--- src/rtl/ibex_wb_pkg.sv ---
// ibex_wb_pkg: shared bridge FSM states and Wishbone address width
// Exports: wb_state_e (IDLE, ACTIVE, DRAIN), WB_ADR_W
package ibex_wb_pkg;
  localparam int WB_ADR_W = 28;
  typedef enum logic [1:0] {IDLE, ACTIVE, DRAIN} wb_state_e;
endpackage

--- src/rtl/wb2core.sv ---
// wb2core: pipelined Wishbone slave to req/gnt/rvalid core device bridge
// Ports: clk, rst (async high); wb_cyc/stb/we/adr/sel/dat_i in, wb_dat_o/ack/err/stall out;
//        core_req/we/be/addr/wdata out, core_gnt/rvalid/rdata/err in
module wb2core
  import ibex_wb_pkg::*;
#(
  parameter int MAX_OUTSTANDING = 2
) (
  input  logic                clk,
  input  logic                rst,
  input  logic                wb_cyc,
  input  logic                wb_stb,
  input  logic                wb_we,
  input  logic [WB_ADR_W-1:0] wb_adr,
  input  logic [3:0]          wb_sel,
  input  logic [31:0]         wb_dat_i,
  output logic [31:0]         wb_dat_o,
  output logic                wb_ack,
  output logic                wb_err,
  output logic                wb_stall,
  output logic                core_req,
  input  logic                core_gnt,
  output logic                core_we,
  output logic [3:0]          core_be,
  output logic [31:0]         core_addr,
  output logic [31:0]         core_wdata,
  input  logic                core_rvalid,
  input  logic [31:0]         core_rdata,
  input  logic                core_err
);
  localparam int CW = $clog2(MAX_OUTSTANDING + 1);
  wb_state_e state, state_n;
  logic req_valid, req_valid_n, grant, accept, rsp, live;
  logic [CW-1:0] outstanding, outstanding_n;
  logic [WB_ADR_W-1:0] req_adr;
  always_comb begin
    core_req = req_valid & (outstanding < CW'(MAX_OUTSTANDING));
    grant = core_req & core_gnt;
    wb_stall = (state != ACTIVE) | (req_valid & !grant);
    accept = wb_cyc & wb_stb & !wb_stall;
    // responses with nothing outstanding are strays (e.g. after reset) and are dropped
    rsp = core_rvalid & (outstanding != '0);
    live = (state == ACTIVE) & wb_cyc & rsp;
    wb_ack = live & !core_err;
    wb_err = live & core_err;
    wb_dat_o = core_rdata;
    req_valid_n = accept | (req_valid & !grant);
    outstanding_n = outstanding + CW'(grant) - CW'(rsp);
    state_n = state;
    case (state)
      IDLE:    state_n = wb_cyc ? ACTIVE : IDLE;
      ACTIVE:  state_n = wb_cyc ? ACTIVE : ((req_valid | outstanding != '0) ? DRAIN : IDLE);
      default: state_n = (!req_valid_n && outstanding_n == '0) ? IDLE : DRAIN;
    endcase
  end
  always_ff @(posedge clk or posedge rst) begin
    if (rst) begin
      state <= IDLE;
      req_valid <= 1'b0;
      outstanding <= '0;
    end else begin
      state <= state_n;
      req_valid <= req_valid_n;
      outstanding <= outstanding_n;
    end
  end
  always_ff @(posedge clk) begin
    if (accept) begin
      core_we <= wb_we;
      core_be <= wb_sel;
      req_adr <= wb_adr;
      core_wdata <= wb_dat_i;
    end
  end
  assign core_addr = {2'b00, req_adr, 2'b00};
endmodule
--- config.mk ---
export PLATFORM = sky130hd
export DESIGN_NAME = wb2core
export DESIGN_NICKNAME = d
export VERILOG_FILES = /design/src/rtl/ibex_wb_pkg.sv /design/src/rtl/wb2core.sv
export SDC_FILE = /design/constraint.sdc
export NUM_CORES = 1
export LEC_CHECK = 0
export CAP_MARGIN = 15
export CORE_MARGIN = 3
export CORE_UTILIZATION = 35
export DETAILED_ROUTE_END_ITERATION = 6
export HOLD_SLACK_MARGIN = 0.1
export PLACE_DENSITY_LB_ADDON = 0.3
export SLEW_MARGIN = 40
export SYNTH_ARGS = -nofsm -noshare
export SYNTH_HDL_FRONTEND = slang
export SYNTH_SLANG_ARGS = --single-unit
--- constraint.sdc ---
create_clock -name clk -period 11.05 [get_ports clk]
set_clock_uncertainty 0.05 [all_clocks]
set_input_delay 3.315 -clock clk [delete_from_list [all_inputs] [get_ports clk]]
set_output_delay 3.315 -clock clk [all_outputs]
set_load 0.02 [all_outputs]
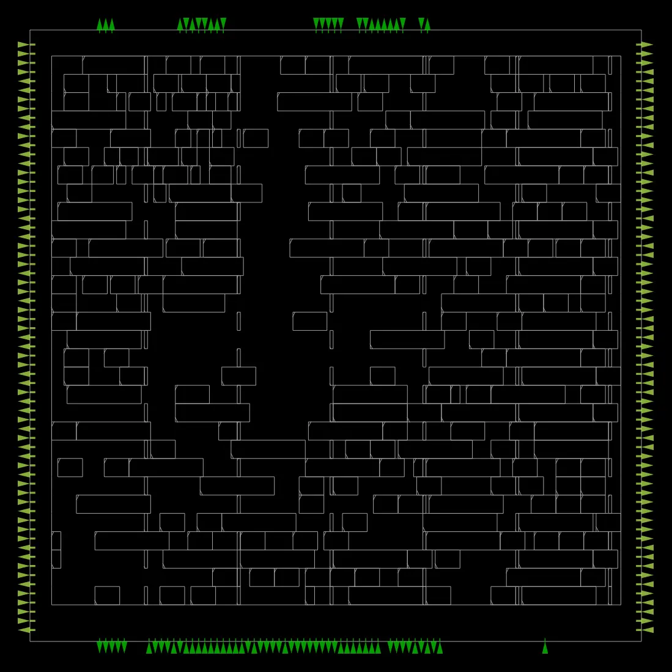
run_1/placement.png
Seq/total area: 0.514
fill cell instance count of the final layout: 546
Std-Cell Rows: 30
count of flip-flops and latches: 70

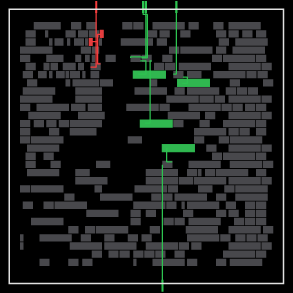
run_1/io_fan.png
Scale: 3 px per um.
| port | colour | direction | edge | end cells | wire |
|---|---|---|---|---|---|
| wb_sel | green | input | 3 top, 1 bottom | 4 | 144 um |
| core_err | red | input | top | 2 | 34.3 um |
number of top-level design ports: 209
I/O Buffers: 140

==> run summary, run 1 <==
Entry: Yosys synthesis followed by OpenROAD place and route.

Run:
- The run gives the number of violations of the max-capacitance limit as 0.
- The run puts the OpenROAD warning count at 26.

Critical path:
- The run puts the data arrival time of the critical path at between 4 and 5 ns.
- STA classifies the critical path startpoint as a primary input.
- Among all stages on the critical path, the maximum delay recorded is between 0.6 and 0.7 ns.
- STA puts the critical path data required time at around 7.7 ns.
- STA lists the endpoint of the worst register-to-register path as req_adr[15].
- Logic depth along the worst register-to-register path is recorded as 4.
- Following the worst setup path forward leads to its endpoint at wb_err.
- The worst setup path is captured at an output pin.
- Max fanout on the critical path was recorded as 3.
- Looking at the critical path, the single cell with the biggest stage delay is clkdlybuf4s50_1.

Synth:
- The run puts the number of instances in the synthesized netlist at about 130.
- The run gives the post-synthesis cell type count as 19.
- The run gives the sequential cell area fraction in the yosys report as 0.823.
- The run gives the register bit count reported by yosys as around 70.
- For reference, the post-synthesis area per instance comes to about 19 um2.

Clocking:
- In this run, post-CTS hold repair placed 0 buffers.
- The run gives the cell resize tally after clock tree synthesis as 0.
- The run gives the total clock buffers created by CTS as 9.
- The run gives the maximum root-to-sink buffer count as 2.
- The run puts the later-pin clock latency in the skew report at between 0.3 and 0.4 ns.

Layout:
- The run gives the largest cell class by area as registers.
- The run puts the area taken by flip-flops and latches at just over 2000 um2.
- After the last flow step, the layout net total stands at about 360.
- The library cells used most frequently in the layout, excluding fill and tap cells, are 140 x clkdlybuf4s50_1, 65 x edfxtp_1, 9 x clkbuf_8.
- The fraction of cell area in multi-input combinational cells is reported as 0.0446.
- The run gives the antenna diode count as 0.
- The run gives the buffering overhead as 0.348.

Global routing:
- The run puts the first-pass GRT wire length at between 9 and 10 mm.
- The run puts the number of global-route vias before repair at 1,585.
- The run gives the global-route total usage across every layer as 0.156.

Floorplan:
- The total area inside the core boundary comes to ~6900 um2.
- The run gives the horizontal die size as approximately 91 um.
- The run puts the tap cell instance count at 96.

Power:
- The completed layout was analyzed and its total power is 0.698 mW.
- For this design the static power due to leakage is 1.43 nW.

Timing:
- For the final routed database, the setup TNS stands at 0 ns.

Drt:
- The run puts the via density per instance at between 4 and 5.

Worst hold path:
- The run gives the endpoint with the worst hold slack as state[0].
- In this run the most critical hold path is launched from state[1].
- The run puts the number of stages on the worst hold path at 1.

Run status:
- The run finished with clean final reports.
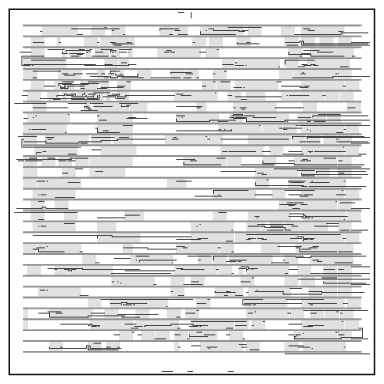
run_1/layer_met1.png
Scale: 4 px per um. Supply wires on this layer in grey.
main direction: horizontal
nets with wire on the layer: 286
wire length on this layer: 2,120 um
share of all routed wire: 34%
longest straight run: 23.9 um
Global Route met1 Usage: 0.158
Vias: 1,511

run 1: synth_stat cells:
| cell type | instances |
|---|---|
| nand2_1 | 3 |
| and2_1 | 1 |
| a32o_1 | 1 |
| ha_1 | 2 |
| edfxtp_1 | 65 |
| inv_1 | 5 |
| or3_2 | 1 |
| nand3_1 | 2 |
| buf_4 | 36 |
| a21oi_1 | 1 |
| o21a_1 | 1 |
| conb_1 | 1 |
| xor3_2 | 1 |
| nor2_1 | 2 |
| dfrtp_1 | 5 |
| nor2b_1 | 2 |
| or2b_2 | 1 |
| a211o_1 | 1 |
| and2b_2 | 1 |
run 1: power breakdown:
group | internal (mW) | switching [mW]
clock network | 0.150 | 0.0920
logic | 0.0692 | 0.0575
registers | 0.317 | 0.0126
run 1: per-stage QoR:
step / cells / setup slack, ns / utilization / hold slack (ns)
3_5_place_dp: 336 / 2.83 / 0.551 / 0.439
2_1_floorplan: 135 / 3.68 / - / 0.389
3_3_place_gp: 336 / 2.88 / 0.551 / 0.416
4_1_cts: 352 / 2.83 / 0.585 / 0.456
6_report: 352 / 2.84 / 0.585 / 0.446
5_1_grt: 352 / 2.77 / 0.585 / 0.473
run 1: registers in the layout (all words and copies together), names as in the netlist:
signal	cells
core_we	1
core_be	4
outstanding	2
req_adr	28
state	2
core_wdata	32
req_valid	1
run 1: kinds of logic (layout without fill, tap and decap cells):
logic type	Yosys count	after routing	synth area share
DFF	70	70	0.823
buffers and inverters	41	162	0.115
and+or+nand+nor	13	13	0.0288
AOI/OAI and AO/OA	4	4	0.0124
adders and majority gates	2	2	0.00991
other	1	4	0.00149
xor gates and xnor gates	1	1	0.00991
run 1: layer usage:
metal	GRT usage	routed length, um
met1	0.158	2120
met2	0.254	3040
met3	0.0817	831
met4	0.0917	289
met5	0	0
==> run 2, diff against run 1 <==
CORE_UTILIZATION = 29   (was 35)
clock period = 7.1 ns   (was 11.05 ns; I/O delays follow)
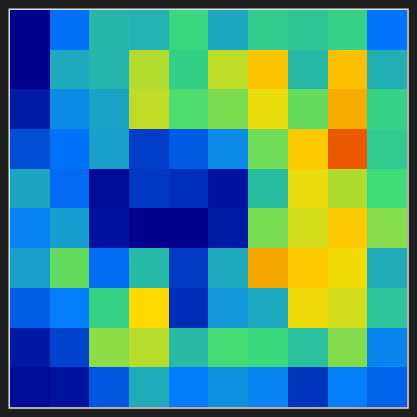
run_2/cell_density.png
Scale: 4 px per um. 10 x 10 tiles, from dark blue (low) to red (high), 0 to 100% covered.
densest ninth of the die: middle right
nearly empty tiles: 4.0%
tiles over 75% full: 9.0%
mean over tiles: 39%
fullest tile: 90%
share of the core filled by cells before placement: 0.303
Post-Route Utilization: 0.480
area of the core: 8340 um2

==> run summary, run 2 <==
Entry: Yosys synthesis followed by OpenROAD place and route.

Clocking:
- The run gives the later-pin clock latency in the skew report as ~0.33 ns.
- Looking at the post-CTS report, the setup buffer insertion count equals 0.
- Buffers inserted during clock tree synthesis total 9.
- Buffers inserted to repair hold after CTS numbered 0.
- The run gives the maximum root-to-sink buffer count as 2.
- In this run the clock root is driven by a clkbuf_8.
- After clock tree synthesis, the repair step resized 0 gates.
- The run gives the clock sink count as approximately 70.

Drt:
- For this run, the detailed router's first-pass iteration total came to 4.
- The script logs the mean routed wire length per placed instance as around 17 um.
- The run gives the vias after detailed routing as ~1,500.
- The run gives the violation count after the first detailed-routing iteration as 39.
- The run gives the total routed wirelength as roughly 6 mm.
- Nets still carrying antenna violations after routing amount to 0.
- The run puts the via density per instance at between 4 and 5.

Global routing:
- The run gives the global-route total usage across every layer as 0.115.
- The run gives the first-pass GRT wire length as 8.33 mm.
- The run gives the initial antenna violation count as 0.
- The run puts the number of global-route vias before repair at 1,501.
- The run puts the global-route congestion overflow total at 0.

Critical path:
- The worst setup path is of the in2out kind.
- The run gives the maximum cell stage delay along the critical path as ~0.54 ns.
- The run gives the cell with the biggest individual delay on the critical path as clkdlybuf4s50_1.
- STA classifies the critical path startpoint as a primary input.
- The run gives the highest net fanout along the worst path as 3.
- Measured in cells, the most critical reg-to-reg path has a length of 4.
- The run gives the capturing element type of the critical path as an output pin.
- The run gives the data required time at the worst endpoint as 4.92 ns.
- Data arrives at the worst endpoint at around 3.6 ns.

Timing:
- The run puts the count of endpoints failing setup in the final report at 0.
- The tightest hold path in the finished design has a slack of about 0.44 ns.
- Setup repair after global routing left no endpoint under its margin.
- Setup total negative slack on the finished layout was measured at 0 ns.
- The run gives the maximum clock frequency as between 0.15 and 0.2 GHz.
- The routed design could run at a clock period as short as 5.82 ns.
- Post-route period utilization is reported as 0.819.
- Per the final timing report, the hold violations number 0.
- The run gives the slack of the critical path as about 1.3 ns.

Synth:
- Per Yosys stat, the portion of area used by sequential elements is 0.823.
- After synthesis, the most frequently instantiated cells are 65 x edfxtp_1, 36 x buf_4, 5 x dfrtp_1, 5 x inv_1, 3 x nand2_1.
- The run puts the number of enable-type register cells in the synthesized netlist at approximately 65.
- Post-synth the commonest register cell is edfxtp_1.
- The number of different library cells used by synthesis comes to 19.
- The run gives the mean area per synthesized cell as about 19 um2.
- The run puts the register bit count reported by yosys at around 70.
- The run puts the number of instances in the synthesized netlist at between 100 and 150.
- The run gives the netlist area before placement as ~2500 um2.
- The run gives the cell with the most instances after synthesis as edfxtp_1.
- The run gives the share of synthesized registers carrying an async set or reset as 0.0714.

Run:
- In this run the tools logged warnings totalling 26.
- The run reported a max-capacitance violation count of 0.

Run status:
- The flow ran to the end, and the final reports show no timing, DRC or antenna violations.

Layout:
- The run gives the flip-flop count of the largest register, all copies and words added as 32.
- The run gives the number of fill cells in the layout as between 700 and 800.
- After the flow finishes, the layout carries non-filler instances totaling approximately 360.
- The run gives the register bank with the most flops as core_wdata.
- The run puts the antenna diode count at 0.
- The run puts the number of nets in the layout at about 360.
- The largest registers in the layout are core_wdata (32), req_adr (28), core_be (4).
- The run gives the share of final-layout standard cells stronger than drive strength 1 as 0.0820.
- The most common logic cells in the final layout are 140 x clkdlybuf4s50_1, 65 x edfxtp_1, 9 x clkbuf_8.

Floorplan:
- The run gives the total I/O pin count as 209.
- The run gives the full die area as a little under 10,000 um2.
- The floorplan step set the die width to 99.3 um.
- The die is roughly 100 um tall.

Power:
- The script extracted a total leakage power of 1.42 nW.
- The run gives the peak supply drop as 0.0940 mV.
- The run puts the power consumption at between 1 and 1.5 mW.

Place:
- Per the post-place timing report, worst setup slack is ~1.3 ns.
- The number of placed instances, taps included, is ~350.
- The placement report lists the number of port buffers as around 140.
- The run gives the detailed placer's ending HPWL as between 4 and 5 mm.

Worst hold path:
- Counting instances, the worst hold path has a depth of 1.
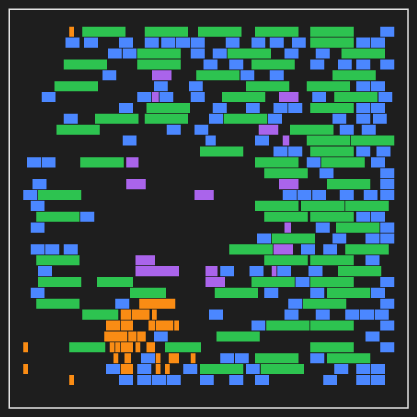
run_2/placement_by_type.png
Scale: 4 px per um.
| class | colour | cells |
|---|---|---|
| sequential cells | green | 70 |
| remaining buffers and delay cells | blue | 141 |
| combinational and other logic | orange | 29 |
| clock drivers and dummy loads | purple | 16 |
Seq/total area: 0.518
cell area after layout: 4010 um2
Std-Cell Rows: 33

run 2: cell counts after synthesis:
Identical to the previous run, type by type.
run 2: metal layers:
metal / global-route usage / vias to the layer above / part of all wire
met5: 0 / - / 0
met4: 0.0683 / 0 / 0.029
met3: 0.0596 / 30 / 0.14
met2: 0.170 / 111 / 0.45
met1: 0.133 / 683 / 0.38
li1: - / 672 / -
run 2: cell type report:
cell class                 count  area (um2)  area share
inverter                       5        18.8     0.00468
tap                          105         131      0.0328
clock inverter                 6        62.6      0.0156
timing repair buffer         141        1410       0.352
clock buffer                  10         128      0.0319
multi-input combinational     24         180      0.0450
sequential                    70        2080       0.518
run 2: path summary, 6_finish.rpt:
path / startpoint / end / slack (ns)
worst max register to register: state[1] / req_adr[5] / 4.73
worst min register to register: state[1] / state[0] / 0.44
worst min-delay path: state[1] / state[0] / 0.44
max in group asynchronous: rst / state[0] / 4.87
min in group asynchronous: rst / req_valid / 1.95
worst max-delay path: core_gnt / wb_stall / 1.28
run 2: cell families (layout without fill, tap and decap cells):
| family | after synthesis | count (layout) | synth area share |
|---|---|---|---|
| fa+ha+maj | 2 | 2 | 0.00991 |
| flops | 70 | 70 | 0.823 |
| compound gates | 4 | 4 | 0.0124 |
| xor+xnor | 1 | 1 | 0.00991 |
| other cells | 1 | 4 | 0.00149 |
| simple gates | 13 | 13 | 0.0288 |
| buf+inv | 41 | 162 | 0.115 |
run 2: power by group:
part | internal (mW) | switching (mW)
Sequential | 0.493 | 0.0188
Combinational | 0.107 | 0.0857
Clock | 0.162 | 0.145
run 2: worst max-delay path: cells and delay by family:
kind,cells,cell delay [ns]
buffers and inverters,2,1.01
and+or+nand+nor,3,0.49
==> run 3, diff against run 2 <==
CORE_UTILIZATION = 32   (was 29)
clock period = 5.85 ns   (was 7.1 ns; I/O delays follow)
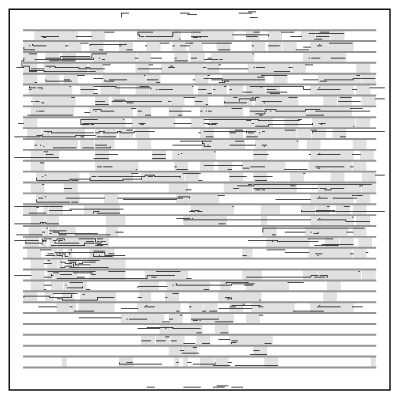
run_3/layer_met1.png
Scale: 4 px per um. Supply wires on this layer in grey.
longest straight run: 31.7 um
share of all routed wire: 31%
main direction: horizontal
nets with wire on the layer: 278
wire length on this layer: 1,870 um
Vias: 1,473
Post-Route WL: 6.00 mm

==> run summary, run 3 <==
Entry: Yosys synthesis followed by OpenROAD place and route.

Global routing:
- The first global-routing pass estimated approximately 8.4 mm of wire.
- The run gives the initial antenna violation count as 0.
- The run puts the number of global-route vias before repair at between 1,500 and 2,000.
- The run gives the met3 usage in global routing as 0.0414.
- The run puts the global-route congestion overflow total at 0.
- Across every metal layer, demand over resource in global routing totals 0.129.
- The run puts the met1 track demand over resource in global routing at 0.125.
- In the global route stage, met2 resource usage came out at 0.222.

Clocking:
- The run puts the maximum root-to-sink buffer count at 2.
- The run gives the buffer count from post-CTS setup fixing as 0.
- The run puts the total clock buffers created by CTS at 9.
- The tree is rooted in a clkbuf_8.
- The run puts the later-pin clock latency in the skew report at between 0.3 and 0.4 ns.

Power:
- The power report attributes to the combinational group a share of 0.201.
- The run gives the leakage power total as between 1 and 1.5 nW.
- The run gives the power share of the clock group as 0.276.
- Of the total power, registers draw 0.523.
- The switching portion of total power comes to 0.258.
- The run puts the power consumption at around 1.2 mW.
- The run puts the internal power at roughly 0.88 mW.

Floorplan:
- The floorplan step records an initial core utilization of 0.339.
- After floorplanning, the die was sized to cover ~9000 um2.
- The run puts the height of the die at ~95 um.
- The run puts the horizontal die size at 94.8 um.

Synth:
- In the synthesized netlist, the cells that appear most often are 65 x edfxtp_1, 36 x buf_4, 5 x dfrtp_1, 5 x inv_1, 3 x nand2_1.
- The netlist uses 19 different library cells.
- The synthesized netlist occupies a cell area of 2520 um2.

Layout:
- The run gives the final instance area as between 3000 and 4000 um2.
- The run gives the non-filler instance count after layout as between 300 and 400.
- The run gives the antenna diode count as 0.
- The registers reported with the highest flop counts are core_wdata (32), req_adr (28), core_be (4).
- The run puts the area taken by flip-flops and latches at 2080 um2.
- The run puts the number of fill cells in the layout at about 630.
- The run puts the combinational cell area excluding buffers and inverters at roughly 180 um2.
- The top cell types in the final layout, fill and taps aside, are 140 x clkdlybuf4s50_1, 65 x edfxtp_1, 9 x clkbuf_8.
- The run puts the number of nets in the layout at around 360.

Run status:
- The flow ran to the end, and the final reports show no timing, DRC or antenna violations.

Critical path:
- Among all stages on the critical path, the largest delay is contributed by clkdlybuf4s50_1.
- The run puts the maximum cell stage delay along the critical path at roughly 0.61 ns.
- The run gives the data required time at the worst endpoint as 4.05 ns.
- The worst setup path is of the in2out kind.
- The run puts the data arrival time of the critical path at 3.27 ns.
- The worst setup path is launched from a primary input.
- The run gives the capturing element type of the critical path as an output pin.

Timing:
- On the final layout, the worst hold slack is 0.444 ns.
- The run puts the maximum clock frequency at just under 0.2 GHz.
- The run puts the final number of hold-violating endpoints at 0.
- The run gives the post-layout period usage of the worst path as 0.868.
- The final timing report derives a shortest allowable period of 5.08 ns.

Place:
- The run gives the number of placed instances, taps included as 339.
- The run puts the worst slack at placement at between 0.7 and 0.8 ns.

Drt:
- The run gives the count of antenna-violating nets left after detailed routing as 0.
- The first detailed-routing pass took 4 iterations.
- The run puts the violation count after the first detailed-routing iteration at 22.
- The run gives the via density per instance as roughly 4.2.

Run:
- The run gives the number of violations of the max-capacitance limit as 0.
- The run gives the OpenROAD warning count as 26.
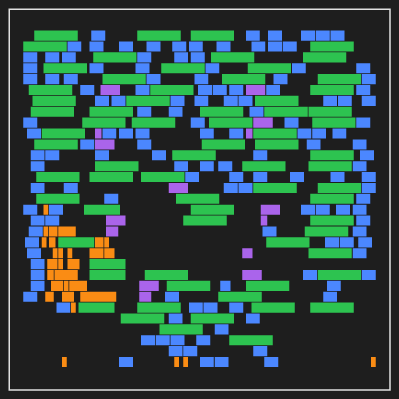
run_3/placement_by_type.png
Scale: 4 px per um.
| class | colour | cells |
|---|---|---|
| combinational and other logic | orange | 29 |
| remaining buffers and delay cells | blue | 141 |
| clock drivers and dummy loads | purple | 15 |
| sequential cells | green | 70 |
Seq/total area: 0.523
Post-Route Utilization: 0.533
area of the core: 7450 um2

-- run 3: netlist changes by cell type in the layout (fill, tap and decap cells not counted), sizes merged --
cell,change
bufinv,-1
clkbuf,-1
clkinvlp,+1
-- run 3: logic make-up after synthesis --
family | count (synthesis) | share of synthesized area
DFF | 70 | 0.823
buffers and inverters | 41 | 0.115
and+or+nand+nor | 13 | 0.0288
AOI/OAI and AO/OA | 4 | 0.0124
adders and majority gates | 2 | 0.00991
xor gates and xnor gates | 1 | 0.00991
other | 1 | 0.00149
-- run 3: final timing paths --
check / from / cells after the start / slack [ns] / to
min in group asynchronous: rst / 2 / 1.56 / req_valid
hold reg to reg: state[1] / 1 / 0.44 / state[0]
setup reg to reg: state[1] / 4 / 3.60 / req_adr[15]
hold / removal: state[1] / 1 / 0.44 / state[0]
setup / recovery: wb_cyc / 5 / 0.77 / wb_err
max in group asynchronous: rst / 2 / 4.01 / outstanding[1]
-- run 3: power groups by stage --
stage / Clock (mW) / Sequential, mW / Combinational [mW]
2_1_floorplan: 0 / 0.663 / 0.114
3_3_place_gp: 0 / 0.631 / 0.237
3_5_place_dp: 0 / 0.632 / 0.240
4_1_cts: 0.339 / 0.621 / 0.242
5_1_grt: 0.364 / 0.626 / 0.254
6_report: 0.327 / 0.620 / 0.238
-- run 3: cell type report --
class	count	area share
clock buffers	9	0.0312
clock inverters	6	0.0101
inverters	5	0.00472
multi-input cells	24	0.0454
flip-flops and latches	70	0.523
well taps	99	0.0312
repair buffers	141	0.355
-- run 3: metal layers --
metal / wire length (um) / vias up
met3: 554 / 41
met2: 3230 / 77
li1: - / 669
met4: 339 / 0
met5: 0 / -
met1: 1870 / 686
Power figures rest on the tool's default switching activity, not on a simulated workload.
